Fig. 1: run 1, cell outlines without signal wires
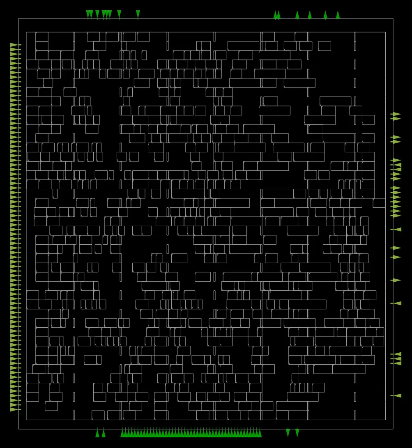
Fig. 2: run 1, signal metal coverage by tile
Scale: 3 px per micron. The die is cut into 22 by 24 equal tiles; dark purple is low, yellow is high, scaled to the fullest tile. Values are wire area over tile area, all layers added.
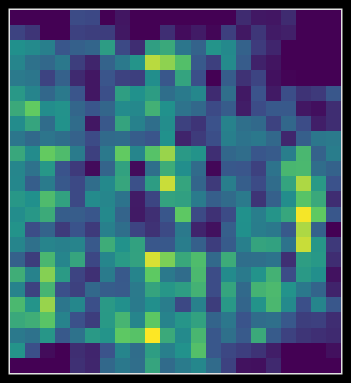
Fig. 3: run 1, floorplan with the power grid
Scale: 4 px per micron. Pins as bars on the die edge.
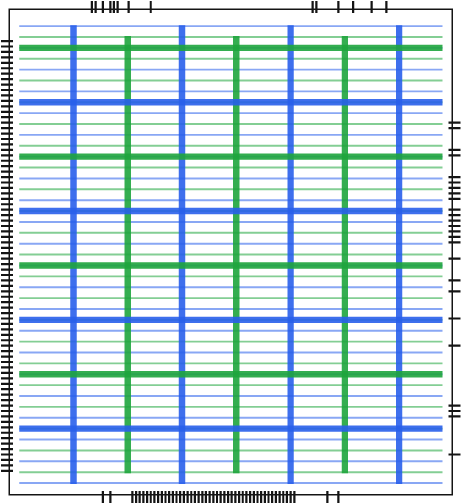
## src/rtl/add_share_arb_pkg.sv

```systemverilog
// Shared types and constants for the add_share_arb adder-sharing arbiter.
package add_share_arb_pkg;

  localparam int ADD_W   = 16;
  localparam int MAX_REQ = 8;

  typedef enum logic {
    IDLE   = 1'b0,
    LOCKED = 1'b1
  } state_e;

  // Next round-robin position after idx, wrapping at n.
  function automatic int unsigned rr_next(input int unsigned idx, input int unsigned n);
    return (idx + 1 >= n) ? 0 : idx + 1;
  endfunction

endpackage

```

## src/rtl/add_share_arb_rr_pick.sv

```systemverilog
// Round-robin picker: first valid requester at or after ptr, wrapping.
// Produces both a one-hot grant and the binary index of the winner.
module add_share_arb_rr_pick #(
  parameter  int NUM_REQ = 4,
  localparam int ID_W    = $clog2(NUM_REQ)
) (
  input  logic [NUM_REQ-1:0] valid,
  input  logic [ID_W-1:0]    ptr,
  output logic [NUM_REQ-1:0] grant_oh,
  output logic [ID_W-1:0]    grant_idx
);

  // Scan distances 0..NUM_REQ-1 from ptr; the nearest valid requester wins.
  always_comb begin
    logic found;
    found     = 1'b0;
    grant_oh  = '0;
    grant_idx = '0;
    for (int k = 0; k < NUM_REQ; k++) begin
      for (int i = 0; i < NUM_REQ; i++) begin
        if (!found && valid[i] &&
            ((int'(ptr) + k == i) || (int'(ptr) + k == i + NUM_REQ))) begin
          found       = 1'b1;
          grant_oh[i] = 1'b1;
          grant_idx   = ID_W'(i);
        end
      end
    end
  end

endmodule

```

## src/rtl/adder_16bit.sv

```systemverilog
// Plain 16-bit ripple adder with carry-in and carry-out; the shared resource.
module adder_16bit (
  input  logic [15:0] a,
  input  logic [15:0] b,
  input  logic        cin,
  output logic [15:0] y,
  output logic        co
);

  assign {co, y} = {1'b0, a} + {1'b0, b} + {16'd0, cin};

endmodule

```

## src/rtl/add_share_arb.sv

```systemverilog
// add_share_arb: one adder_16bit shared among NUM_REQ requesters with
// round-robin arbitration and a single registered result stage.
// Multi-beat chained adds lock the grant to their owner and forward the
// carry-out of each beat as the carry-in of the next.
// Optional build macro ADD_SHARE_ARB_OVF_EN adds the rsp_ovf output
// (signed overflow of each beat, registered alongside rsp_y).
module add_share_arb
  import add_share_arb_pkg::*;
#(
  parameter  int NUM_REQ = 4,
  localparam int ID_W    = $clog2(NUM_REQ)
) (
  input  logic                     clk,
  input  logic                     rst,
  input  logic [NUM_REQ-1:0]       req_valid,
  output logic [NUM_REQ-1:0]       req_ready,
  input  logic [NUM_REQ*ADD_W-1:0] req_a,
  input  logic [NUM_REQ*ADD_W-1:0] req_b,
  input  logic [NUM_REQ-1:0]       req_cin,
  input  logic [NUM_REQ-1:0]       req_last,
  output logic                     rsp_valid,
  input  logic                     rsp_ready,
  output logic [ADD_W-1:0]         rsp_y,
  output logic                     rsp_co,
  output logic [ID_W-1:0]          rsp_id,
  output logic                     rsp_last
`ifdef ADD_SHARE_ARB_OVF_EN
  ,
  output logic                     rsp_ovf
`endif
);

  // Arbitration / chain state
  state_e            state_q, state_d;
  logic [ID_W-1:0]   ptr_q, ptr_d;
  logic [ID_W-1:0]   owner_q, owner_d;
  logic              carry_q, carry_d;

  // Result register
  logic              rsp_valid_q, rsp_valid_d;
  logic [ADD_W-1:0]  rsp_y_q, rsp_y_d;
  logic              rsp_co_q, rsp_co_d;
  logic [ID_W-1:0]   rsp_id_q, rsp_id_d;
  logic              rsp_last_q, rsp_last_d;
`ifdef ADD_SHARE_ARB_OVF_EN
  logic              rsp_ovf_q, rsp_ovf_d;
`endif

  // Grant and datapath nets
  logic [NUM_REQ-1:0] pick_oh, owner_oh, grant_oh;
  logic [ID_W-1:0]    pick_idx, grant_idx;
  logic               slot_free, xfer;
  logic [ADD_W-1:0]   op_a, op_b, sum_y;
  logic               cin_sel, op_cin, op_last, sum_co;

  add_share_arb_rr_pick #(
    .NUM_REQ (NUM_REQ)
  ) u_pick (
    .valid     (req_valid),
    .ptr       (ptr_q),
    .grant_oh  (pick_oh),
    .grant_idx (pick_idx)
  );

  // Grant source: round-robin picker while idle, the chain owner while locked.
  always_comb begin
    owner_oh = '0;
    for (int i = 0; i < NUM_REQ; i++) begin
      if (owner_q == ID_W'(i)) owner_oh[i] = 1'b1;
    end
    grant_oh  = (state_q == LOCKED) ? owner_oh : pick_oh;
    grant_idx = (state_q == LOCKED) ? owner_q  : pick_idx;
  end

  // A beat can only be taken when the result register is empty or draining.
  // Reset also forces ready low, since the grant logic alone would not.
  assign slot_free = !rsp_valid_q || rsp_ready;
  assign req_ready = (rst || !slot_free) ? '0 : (grant_oh & req_valid);
  assign xfer      = |req_ready;

  // Operand mux onto the shared adder; chained beats take the stored carry.
  always_comb begin
    op_a    = '0;
    op_b    = '0;
    cin_sel = 1'b0;
    op_last = 1'b0;
    for (int i = 0; i < NUM_REQ; i++) begin
      if (grant_idx == ID_W'(i)) begin
        op_a    = req_a[i*ADD_W +: ADD_W];
        op_b    = req_b[i*ADD_W +: ADD_W];
        cin_sel = req_cin[i];
        op_last = req_last[i];
      end
    end
    op_cin = (state_q == LOCKED) ? carry_q : cin_sel;
  end

  adder_16bit u_add (
    .a   (op_a),
    .b   (op_b),
    .cin (op_cin),
    .y   (sum_y),
    .co  (sum_co)
  );

  // Next state: capture a beat on transfer, otherwise drain or hold the result.
  // Carry and FSM only move on a transfer, so consumer stalls leave them intact.
  always_comb begin
    state_d     = state_q;
    ptr_d       = ptr_q;
    owner_d     = owner_q;
    carry_d     = carry_q;
    rsp_valid_d = rsp_valid_q;
    rsp_y_d     = rsp_y_q;
    rsp_co_d    = rsp_co_q;
    rsp_id_d    = rsp_id_q;
    rsp_last_d  = rsp_last_q;
`ifdef ADD_SHARE_ARB_OVF_EN
    rsp_ovf_d   = rsp_ovf_q;
`endif
    if (xfer) begin
      rsp_valid_d = 1'b1;
      rsp_y_d     = sum_y;
      rsp_co_d    = sum_co;
      rsp_id_d    = grant_idx;
      rsp_last_d  = op_last;
`ifdef ADD_SHARE_ARB_OVF_EN
      rsp_ovf_d   = (op_a[ADD_W-1] == op_b[ADD_W-1]) && (sum_y[ADD_W-1] != op_a[ADD_W-1]);
`endif
      carry_d     = sum_co;
      if (op_last) begin
        state_d = IDLE;
        ptr_d   = ID_W'(rr_next(32'(grant_idx), NUM_REQ));
      end else begin
        state_d = LOCKED;
        owner_d = grant_idx;
      end
    end else if (rsp_ready) begin
      rsp_valid_d = 1'b0;
    end
  end

  // FSM and result register; reset abandons any chain in flight.
  always_ff @(posedge clk or posedge rst) begin
    if (rst) begin
      state_q     <= IDLE;
      ptr_q       <= '0;
      owner_q     <= '0;
      carry_q     <= 1'b0;
      rsp_valid_q <= 1'b0;
      rsp_y_q     <= '0;
      rsp_co_q    <= 1'b0;
      rsp_id_q    <= '0;
      rsp_last_q  <= 1'b0;
`ifdef ADD_SHARE_ARB_OVF_EN
      rsp_ovf_q   <= 1'b0;
`endif
    end else begin
      state_q     <= state_d;
      ptr_q       <= ptr_d;
      owner_q     <= owner_d;
      carry_q     <= carry_d;
      rsp_valid_q <= rsp_valid_d;
      rsp_y_q     <= rsp_y_d;
      rsp_co_q    <= rsp_co_d;
      rsp_id_q    <= rsp_id_d;
      rsp_last_q  <= rsp_last_d;
`ifdef ADD_SHARE_ARB_OVF_EN
      rsp_ovf_q   <= rsp_ovf_d;
`endif
    end
  end

  assign rsp_valid = rsp_valid_q;
  assign rsp_y     = rsp_y_q;
  assign rsp_co    = rsp_co_q;
  assign rsp_id    = rsp_id_q;
  assign rsp_last  = rsp_last_q;
`ifdef ADD_SHARE_ARB_OVF_EN
  assign rsp_ovf   = rsp_ovf_q;
`endif

endmodule

```

## config.mk

```make
export PLATFORM = sky130hd
export DESIGN_NAME = add_share_arb
export DESIGN_NICKNAME = d
export VERILOG_FILES = /design/src/rtl/add_share_arb_pkg.sv /design/src/rtl/add_share_arb_rr_pick.sv /design/src/rtl/adder_16bit.sv /design/src/rtl/add_share_arb.sv
export SDC_FILE = /design/constraint.sdc
export NUM_CORES = 1
export LEC_CHECK = 0
export CELL_PAD_IN_SITES_DETAIL_PLACEMENT = 0
export CELL_PAD_IN_SITES_GLOBAL_PLACEMENT = 1
export CORE_ASPECT_RATIO = 1.1
export CORE_MARGIN = 2
export CORE_UTILIZATION = 25
export CTS_BUF_LIST = sky130_fd_sc_hd__clkbuf_4 sky130_fd_sc_hd__clkbuf_8
export DETAILED_ROUTE_END_ITERATION = 10
export PLACE_DENSITY_LB_ADDON = 0.1
export RECOVER_POWER = 100
export SYNTH_ARGS = -nofsm -noshare
export SYNTH_HDL_FRONTEND = slang
export SYNTH_HIERARCHICAL = 1
export SYNTH_SLANG_ARGS = --single-unit
```

## constraint.sdc

```tcl
create_clock -name clk -period 4.5 [get_ports clk]
set_clock_uncertainty 0.05 [all_clocks]
set_input_delay 0.45 -clock clk [delete_from_list [all_inputs] [get_ports clk]]
set_output_delay 0.45 -clock clk [all_outputs]
set_load 0.02 [all_outputs]
```

==> impl_metrics.csv, run 1 <==
group,metric,value,unit
outcome,outcome,"complete, no violations",
flow_run,cap_violations,0,
global_routing,first_global_vias,3852,
logic_synthesis,simple_gate_share,18.7,%
global_routing,grt_pass1_wl,18400,microns
min_path,worstHoldStart,"rsp_y[10]",
floorplanning,io_pins,168,
route,drt_first_pass_iters,4,
route,drtAntennaViolNets,0,
route,drtIter0Drc,174,
logic_synthesis,ys_sh_xor,3.66,%
global_routing,grt_max_degree,35,
setup_path,crit-reg2reg-launch,"ptr_q[1]",
cells_and_area,finalInstanceArea,5710,sq um
power,power-top-group,"combinational cells",
clock_network,cts_buffers,3,
sta,worst_pin_slew,1.03,ns
logic_synthesis,netlist.area_leader.share,20.9,%
setup_path,crit_arrival,4.43,ns
sta,max_slew_margin,31.4,%
logic_synthesis,area_leaders,"dfrtp_1, a21oi_1, ha_1",
logic_synthesis,compound_area_share,33.3,%
setup_path,cp-endpoint,"rsp_co",
global_routing,met3_usage,4.30,%
logic_synthesis,ys_top_logic_family,"AND-OR/OR-AND gates",
logic_synthesis,ys_sh_mux,9.09,%
sta,maxSlewViolCount,0,
clock_network,ctsHoldBuffers,0,
clock_network,cts_sinks,26,
logic_synthesis,yosys_area,3110,sq um
sta,rsz0062_at_grt,"true",
logic_synthesis,syn_inst,403,
place,dp.cells,777,
min_path,min_path_type,"reg2reg",
cells_and_area,antenna_cells,0,
power,pg_comb,4.70,mW
logic_synthesis,synthesis.area,3110,sq um
setup_path,cp-start-kind,"input pin",
route,via_per_inst,4.75,
power,switchingPower,2.46,mW
logic_synthesis,synth_nets,567,
cells_and_area,fin_cells,787,
flow_run,tool_warnings,30,
power,swShare,46.0,%
place,dpl_worst_slack,-0.482,ns
global_routing,busiest_layer,"met2",
logic_synthesis,ff_type,"dfrtp_1",
global_routing,grt_antenna_before_repair,0,
global_routing,met1_usage,19.9,%
place,dpl_cell_area,5520,sq um
Back to the opening pictures, Fig. 1:
Well-Tap Cells: 154
num rows: 42
final core occ: 47.3%

Back to the opening pictures, Fig. 2:
densest ninth of the die = south
tiles over half the peak = 23%
emptiest ninth of the die = north-east
fullest tile = 0.42
DR WL/cell: 14.7 microns
Overall Global Routing Usage: 17.4%
drt total wl: 11,600 microns
DR vias: 3,736

Back to the opening pictures, Fig. 3:
blue -> VSS
green -> VDD
met4 straps = 7
met1 rails = 43
met5 straps = 8
rows = 42
signal pins = 168

-- run 1: worst max-delay path, stage by stage --
cell             delay, ns
clkdlybuf4s50_1       0.46
a21oi_2               0.14
a221oi_2              0.05
mux2_4                0.29
buf_4                 0.15
ha_4                  0.18
buf_4                 0.14
a22oi_2               0.14
nor2_1                0.05
a21oi_1               0.11
o21ai_1               0.11
fa_2                  0.42
fa_2                  0.38
a21o_4                0.24
a311oi_4              0.24
nor3_2                0.08
or2_4                 0.24
a311o_1               0.26
mux2_1                0.29
-- run 1: area by class of cell --
class                   count  area [sq um]
repair buffers            255          2380
inverters                   5          18.8
fillers                  1206          6370
clock buffers               3          41.3
clock inverters             1          30.0
multi-input cells         343          2390
flip-flops and latches     26           653
well taps                 154           193
-- run 1: placed cells by master (no fill, tap or decap), types with 3 or more instances in the layout --
master and count:
dlygate4sd3_1 22, a21o_1 7, o21ai_1 17, nand2b_1 3
inv_1 3, a31oi_1 3, o21bai_1 3, buf_6 3
o21ai_2 5, clkbuf_8 3, xnor2_1 4, and3_1 4
dfrtp_1 24, buf_4 80, nor2_1 43, nor2b_1 6
nor3_1 3, xor2_1 9, nand2_1 46, mux2_1 13
buf_12 4, o21ai_0 23, a21oi_1 49, ha_1 15
and3b_1 3, mux2_4 5, o21a_1 3, mux2_2 4
a22oi_1 30, clkdlybuf4s50_1 143
-- run 1: metal layers --
layer	vias up	share of wire [%]
met4	0	2.0
li1	1936	-
met5	-	0
met3	14	8.1
met1	1663	40
met2	123	49
-- run 1: registers in the layout, indices dropped and copies added, names as in the netlist --
register / count
owner_q: 2
rsp_co: 1
state_q: 1
rsp_y: 16
rsp_valid: 1
ptr_q: 2
rsp_id: 2
rsp_last: 1
Fig. 4: run 1, close-up of the layout
Window x 30 to 80, y 60 to 110 microns. Cells in grey, sequential cells in the stronger grey; small squares are vias.
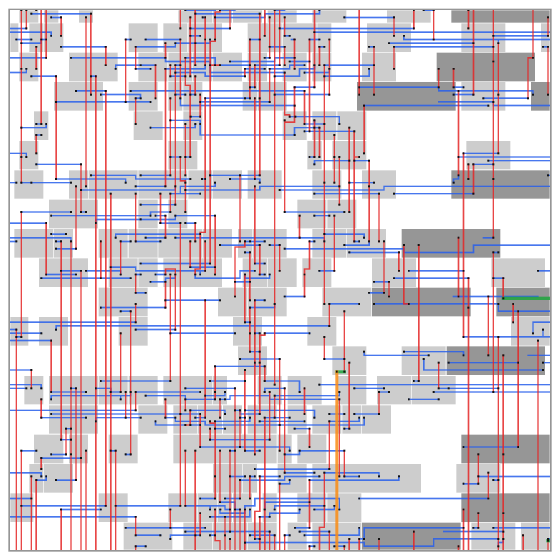

==> run 2: changes to the inputs <==
--- a/config.mk
+++ b/config.mk
@@ -18,3 +18,4 @@
 export SYNTH_HDL_FRONTEND = slang
 export SYNTH_HIERARCHICAL = 1
 export SYNTH_SLANG_ARGS = --single-unit
+export TNS_END_PERCENT = 5
==> constraint.sdc (replaced) <==
create_clock -name clk -period 4.5 [get_ports clk]
set_clock_uncertainty 0.05 [all_clocks]
set_input_delay 1.125 -clock clk [delete_from_list [all_inputs] [get_ports clk]]
set_output_delay 1.125 -clock clk [all_outputs]
set_load 0.02 [all_outputs]
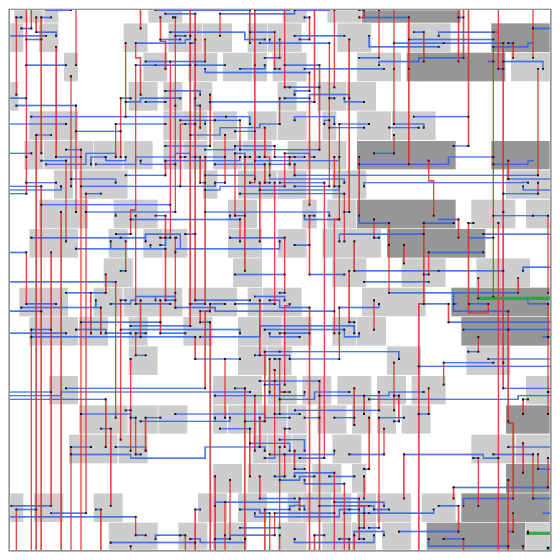
Fig. 5. Close-up of the layout (run 2).
Window x 30 to 80, y 60 to 110 microns. Cells in grey, sequential cells in the stronger grey; small squares are vias.
red -> metal 2
green -> metal 3
blue -> metal 1
netlist names of flops here include = `rsp_y` (9), `rsp_co` (1)
most frequent = buf_4 (42), ha_1 (12)
cells with their middle in the window = 144
sequential cells in the window = 10

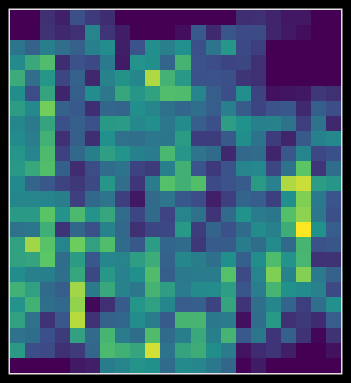
Fig. 6. Signal metal coverage by tile (run 2).
Scale: 3 px per micron. The die is cut into 22 by 24 equal tiles; dark purple is low, yellow is high, scaled to the fullest tile. Values are wire area over tile area, all layers added.
nearly empty tiles = 8.9%
tiles over half the peak = 22%
emptiest ninth of the die = north-east
drt total wl: 11,500 microns
Overall Global Routing Usage: 17.3%
DR vias: 3,700
DR WL/cell: 14.6 microns

==> impl_metrics.csv, run 2 <==
group,metric,value,unit
clock_network,ctsHoldBuffers,0,
sta,setup_viol,7,
sta,max_slew_margin,33.3,%
logic_synthesis,ys_sh_xor,3.66,%
setup_path,crit_chain,"clkdlybuf4s15_2 > a21oi_2 > a221oi_2 > mux2_4 > buf_6 > ha_4 > buf_4 > a22oi_2 > nor2_1 > a21oi_1 > o21ai_1 > fa_2 > fa_2 > a21o_4 > a311oi_4 > nor3_2 > or2_4 > a311o_1 > mux2_4",
place,dpl_worst_slack,-1.14,ns
logic_synthesis,ff_type,"dfrtp_1",
logic_synthesis,synthesis.area,3110,sq um
sta,worst_slack,-0.207,ns
global_routing,grt_max_degree,36,
floorplanning,initCoreUtil,25.7,%
setup_path,crit-reg2reg-launch,"ptr_q[1]",
cells_and_area,fin_util,48.2,%
logic_synthesis,ys_top_logic_family,"AND-OR/OR-AND gates",
cells_and_area,antenna_cells,0,
logic_synthesis,area_leaders,"dfrtp_1, a21oi_1, ha_1",
floorplanning,io_pins,168,
place,dp.cells,776,
outcome,outcome,"finished with violations",
global_routing,grt-ovfl-total,0,
min_path,worstHoldStart,"rsp_y[6]",
logic_synthesis,yosys_area,3110,sq um
logic_synthesis,netlist.area_leader.share,20.9,%
flow_run,cap_violations,0,
route,drt_first_pass_iters,5,
logic_synthesis,ys_sh_mux,9.09,%
global_routing,grt_pass1_wl,18300,microns
route,drtIter0Drc,177,
logic_synthesis,simple_gate_share,18.7,%
cells_and_area,finalInstanceArea,5820,sq um
logic_synthesis,syn_avg_cell_area,7.72,sq um
setup_path,slowest_stage,"fa_2",
min_path,min_path_type,"reg2reg",
global_routing,grt_antenna_before_repair,0,
place,dpl_cell_area,5500,sq um
global_routing,first_global_vias,3736,
clock_network,cts_buffers,3,
flow_run,tool_warnings,32,
outcome,failed_checks,"negative setup slack",
setup_path,rrSetupSlack,0.17,ns
clock_network,cts_sinks,26,
setup_path,cp-start-kind,"input pin",
setup_path,crit_arrival,4.83,ns
route,drtAntennaViolNets,0,
cells_and_area,lay_top_cells,"clkdlybuf4s50_1, buf_4, nand2_1, a21oi_1, nor2_1",
setup_path,cp.required,4.62,ns
logic_synthesis,synth_nets,567,
sta,maxSlewViolCount,0,
cells_and_area,largest_register_ffs,16,
setup_path,slowest_delay,0.41,ns
logic_synthesis,syn_inst,403,
logic_synthesis,compound_area_share,33.3,%
cells_and_area,mostFrequentLayoutCell,"clkdlybuf4s50_1",
sta,rsz0062_at_grt,"true",
sta,worst_pin_slew,0.999,ns
route,via_per_inst,4.68,
floorplanning,rows,42,
## run 2: cell counts after synthesis
No cell type changed its count.
## run 2: repair_timing
| action | in CTS | in global routing |
|---|---|---|
| setup buffers | 8 | 2 |
| resized | 52 | 12 |
| pin swaps | 19 | 12 |
| setup endpoints to repair | 15 | 12 |
## run 2: power by group
group | switching (mW) | internal, mW | total, mW
clock | 0.0779 | 0.119 | 0.197
sequential | 0.0906 | 0.359 | 0.449
combinational | 2.32 | 2.57 | 4.89
## run 2: cell families (layout without fill, tap and decap cells)
family / after synthesis / count (layout)
AOI/OAI and AO/OA: 160 / 160
and+or+nand+nor: 125 / 125
buffers and inverters: 34 / 267
DFF: 26 / 26
muxes: 24 / 24
adders and majority gates: 21 / 21
xor gates and xnor gates: 13 / 13
## run 2: how the worst max path moves through the flow
| stage | slack, ns | end |
|---|---|---|
| after floorplan | -0.59 | rsp_co |
| after global placement | -1.02 | rsp_co |
| after detailed placement | -1.14 | rsp_co |
| after CTS | -0.32 | rsp_co |
| after global routing | -0.33 | rsp_co |
| final | -0.21 | rsp_co |
## run 2: area by class of cell
cell class                      count  area (sq um)
Clock buffer                        3          41.3
Clock inverter                      1          30.0
Fill cell                        1205          6270
Inverter                            5          23.8
Multi-Input combinational cell    343          2460
Sequential cell                    26           651
Tap cell                          154           193
Timing Repair Buffer              258          2420
## run 2: critical path, delay by kind of cell
family	cells	cell delay, ns
compound gates	8	1.29
fa+ha+maj	3	0.96
buf+inv	3	0.48
simple gates	3	0.41
mux	2	0.56
## run 2: layer usage
metal	global-route usage (%)	wire (microns)	up-vias
met3	3.11	781	8
met1	20.8	4850	1637
met4	3.98	136	0
met2	31.4	5750	122
met5	0	0	-
li1	-	-	1933
==> run 3: changes to the inputs <==
--- a/config.mk
+++ b/config.mk
@@ -5,6 +5,7 @@
 export SDC_FILE = /design/constraint.sdc
 export NUM_CORES = 1
 export LEC_CHECK = 0
+export ABC_CLOCK_PERIOD_IN_PS = 4500
 export CELL_PAD_IN_SITES_DETAIL_PLACEMENT = 0
 export CELL_PAD_IN_SITES_GLOBAL_PLACEMENT = 1
 export CORE_ASPECT_RATIO = 1.1
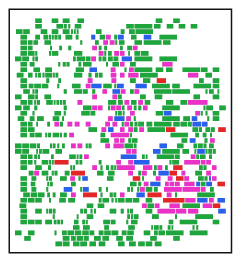
Fig. 7. Sizing map (run 3).
Scale: 2 px per micron.
green -> _0 and _1 cells  # cells 485, share 76%
blue -> _2 cells  # cells 33, share 5.2%
magenta -> _3 and _4 cells  # cells 104, share 16%
red -> _6 and larger  # cells 14, share 2.2%
Signal buffers: 258
cell area after layout: 5820 sq um
Area Overhead vs Synth: 87.1%
Setup WS post-layout: -0.207 ns

==> impl_metrics.csv, run 3 <==
group,metric,value,unit
sta,maxSlewViolCount,0,
floorplanning,fp.dieH,121,microns
outcome,failed_checks,"negative setup slack",
setup_path,slowest_delay,0.41,ns
cells_and_area,mostFrequentLayoutCell,"clkdlybuf4s50_1",
min_path,worstHoldStart,"rsp_y[6]",
floorplanning,io_pins,168,
setup_path,crit_chain,"clkdlybuf4s15_2 > a21oi_2 > a221oi_2 > mux2_4 > buf_6 > ha_4 > buf_4 > a22oi_2 > nor2_1 > a21oi_1 > o21ai_1 > fa_2 > fa_2 > a21o_4 > a311oi_4 > nor3_2 > or2_4 > a311o_1 > mux2_4",
cells_and_area,fin_cells,790,
setup_path,path_depth,19,
global_routing,groute.usage.overall,17.3,%
cells_and_area,fin_util,48.2,%
clock_network,cts_buffers,3,
logic_synthesis,syn_inst,403,
setup_path,cp-start-kind,"input pin",
route,drt_first_pass_iters,5,
floorplanning,die_x,110,microns
logic_synthesis,synthTopCellsByCount,"a21oi_1, nand2_1, nor2_1",
route,drtIter0Drc,177,
route,wirelength,11500,microns
setup_path,crit_buf_inv,3,
setup_path,crit-reg2reg-launch,"ptr_q[1]",
route,wl_per_cell,14.6,microns
flow_run,cap_violations,0,
setup_path,criticalPathCategory,"in2reg",
clock_network,cts_sinks,26,
logic_synthesis,synth_nets,567,
flow_run,tool_warnings,32,
global_routing,grt_antenna_before_repair,0,
place,dpl_cell_area,5500,sq um
global_routing,grt_max_degree,36,
logic_synthesis,yosys_area,3110,sq um
logic_synthesis,synthesis.area,3110,sq um
outcome,outcome,"finished with violations",
sta,worst_pin_slew,0.999,ns
setup_path,critPathTopFamily,"AND-OR/OR-AND gates",
logic_synthesis,ff_type,"dfrtp_1",
power,peakVddDrop,300,uV
setup_path,crit_arrival,4.83,ns
sta,worst_slack,-0.207,ns
sta,rsz0062_at_grt,"true",
floorplanning,rows,42,
cells_and_area,largest_register_ffs,16,
setup_path,rrSetupSlack,0.17,ns
global_routing,grt_pass1_wl,18300,microns
setup_path,cp.required,4.62,ns
sta,setup_viol,7,
route,drtAntennaViolNets,0,
global_routing,first_global_vias,3736,
logic_synthesis,netlist.area_leader.share,20.9,%
cells_and_area,lay_top_cells,"clkdlybuf4s50_1, buf_4, nand2_1, a21oi_1, nor2_1",
sta,max_slew_margin,33.3,%
clock_network,ctsHoldBuffers,0,
cells_and_area,antenna_cells,0,
setup_path,slowest_stage,"fa_2",
logic_synthesis,synth_cell_type_count,61,
logic_synthesis,area_leaders,"dfrtp_1, a21oi_1, ha_1",
setup_path,cp-endpoint,"rsp_co",
route,vias,3700,
logic_synthesis,yosysTopAreaCell,"dfrtp_1",
cells_and_area,drive_above_1_share,23.7,%
floorplanning,initCoreUtil,25.7,%
logic_synthesis,syn_avg_cell_area,7.72,sq um
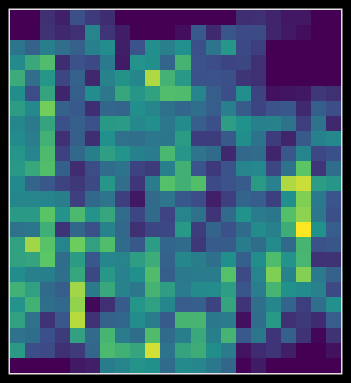
Fig. 8. Signal metal coverage by tile (run 3).
Scale: 3 px per micron. The die is cut into 22 by 24 equal tiles; dark purple is low, yellow is high, scaled to the fullest tile. Values are wire area over tile area, all layers added.
tiles over half the peak = 22%
densest ninth of the die = south
nearly empty tiles = 8.9%
fullest tile = 0.39
emptiest ninth of the die = north-east
mean over tiles = 0.14

==> run 3: metal layers <==
metal | up-vias | global-route usage [%] | share of wire [%]
met3 | 8 | 3.11 | 6.8
met5 | - | 0 | 0
li1 | 1933 | - | -
met1 | 1637 | 20.8 | 42
met4 | 0 | 3.98 | 1.2
met2 | 122 | 31.4 | 50
==> run 3: report_power, final <==
| group | internal [mW] | switching (mW) | leakage (nW) |
|---|---|---|---|
| Combinational | 2.57 | 2.32 | 2.17 |
| Clock | 0.119 | 0.0779 | 0.0357 |
| Sequential | 0.359 | 0.0906 | 0.312 |
| Total | 3.04 | 2.49 | 2.52 |
==> run 3: logic make-up (layout without fill, tap and decap cells) <==
| logic type | Yosys count | after routing | share of synthesized area (%) |
|---|---|---|---|
| XOR/XNOR | 13 | 13 | 3.66 |
| multiplexers | 24 | 24 | 9.09 |
| adder cells (fa/ha/maj) | 21 | 21 | 8.93 |
| AND/OR/NAND/NOR | 125 | 125 | 18.7 |
| buffers and inverters | 34 | 267 | 5.39 |
| flip-flops | 26 | 26 | 20.9 |
| AND-OR/OR-AND | 160 | 160 | 33.3 |
==> run 3: repair_timing <==
item                                    4_1_cts  5_1_grt
endpoints found under the hold margin         0        0
gates cloned                                  0        0
endpoints found under the setup margin       15       12
pin swaps                                    19       12
buffers inserted                              8        2
resized                                      52       12
==> run 3: final cells by class <==
type / instances / area [sq um]
Fill cell: 1205 / 6270
Multi-Input combinational cell: 343 / 2460
Timing Repair Buffer: 258 / 2420
Sequential cell: 26 / 651
Tap cell: 154 / 193
Clock buffer: 3 / 41.3
Clock inverter: 1 / 30.0
Inverter: 5 / 23.8
Power figures rest on the tool's default switching activity, not on a simulated workload.
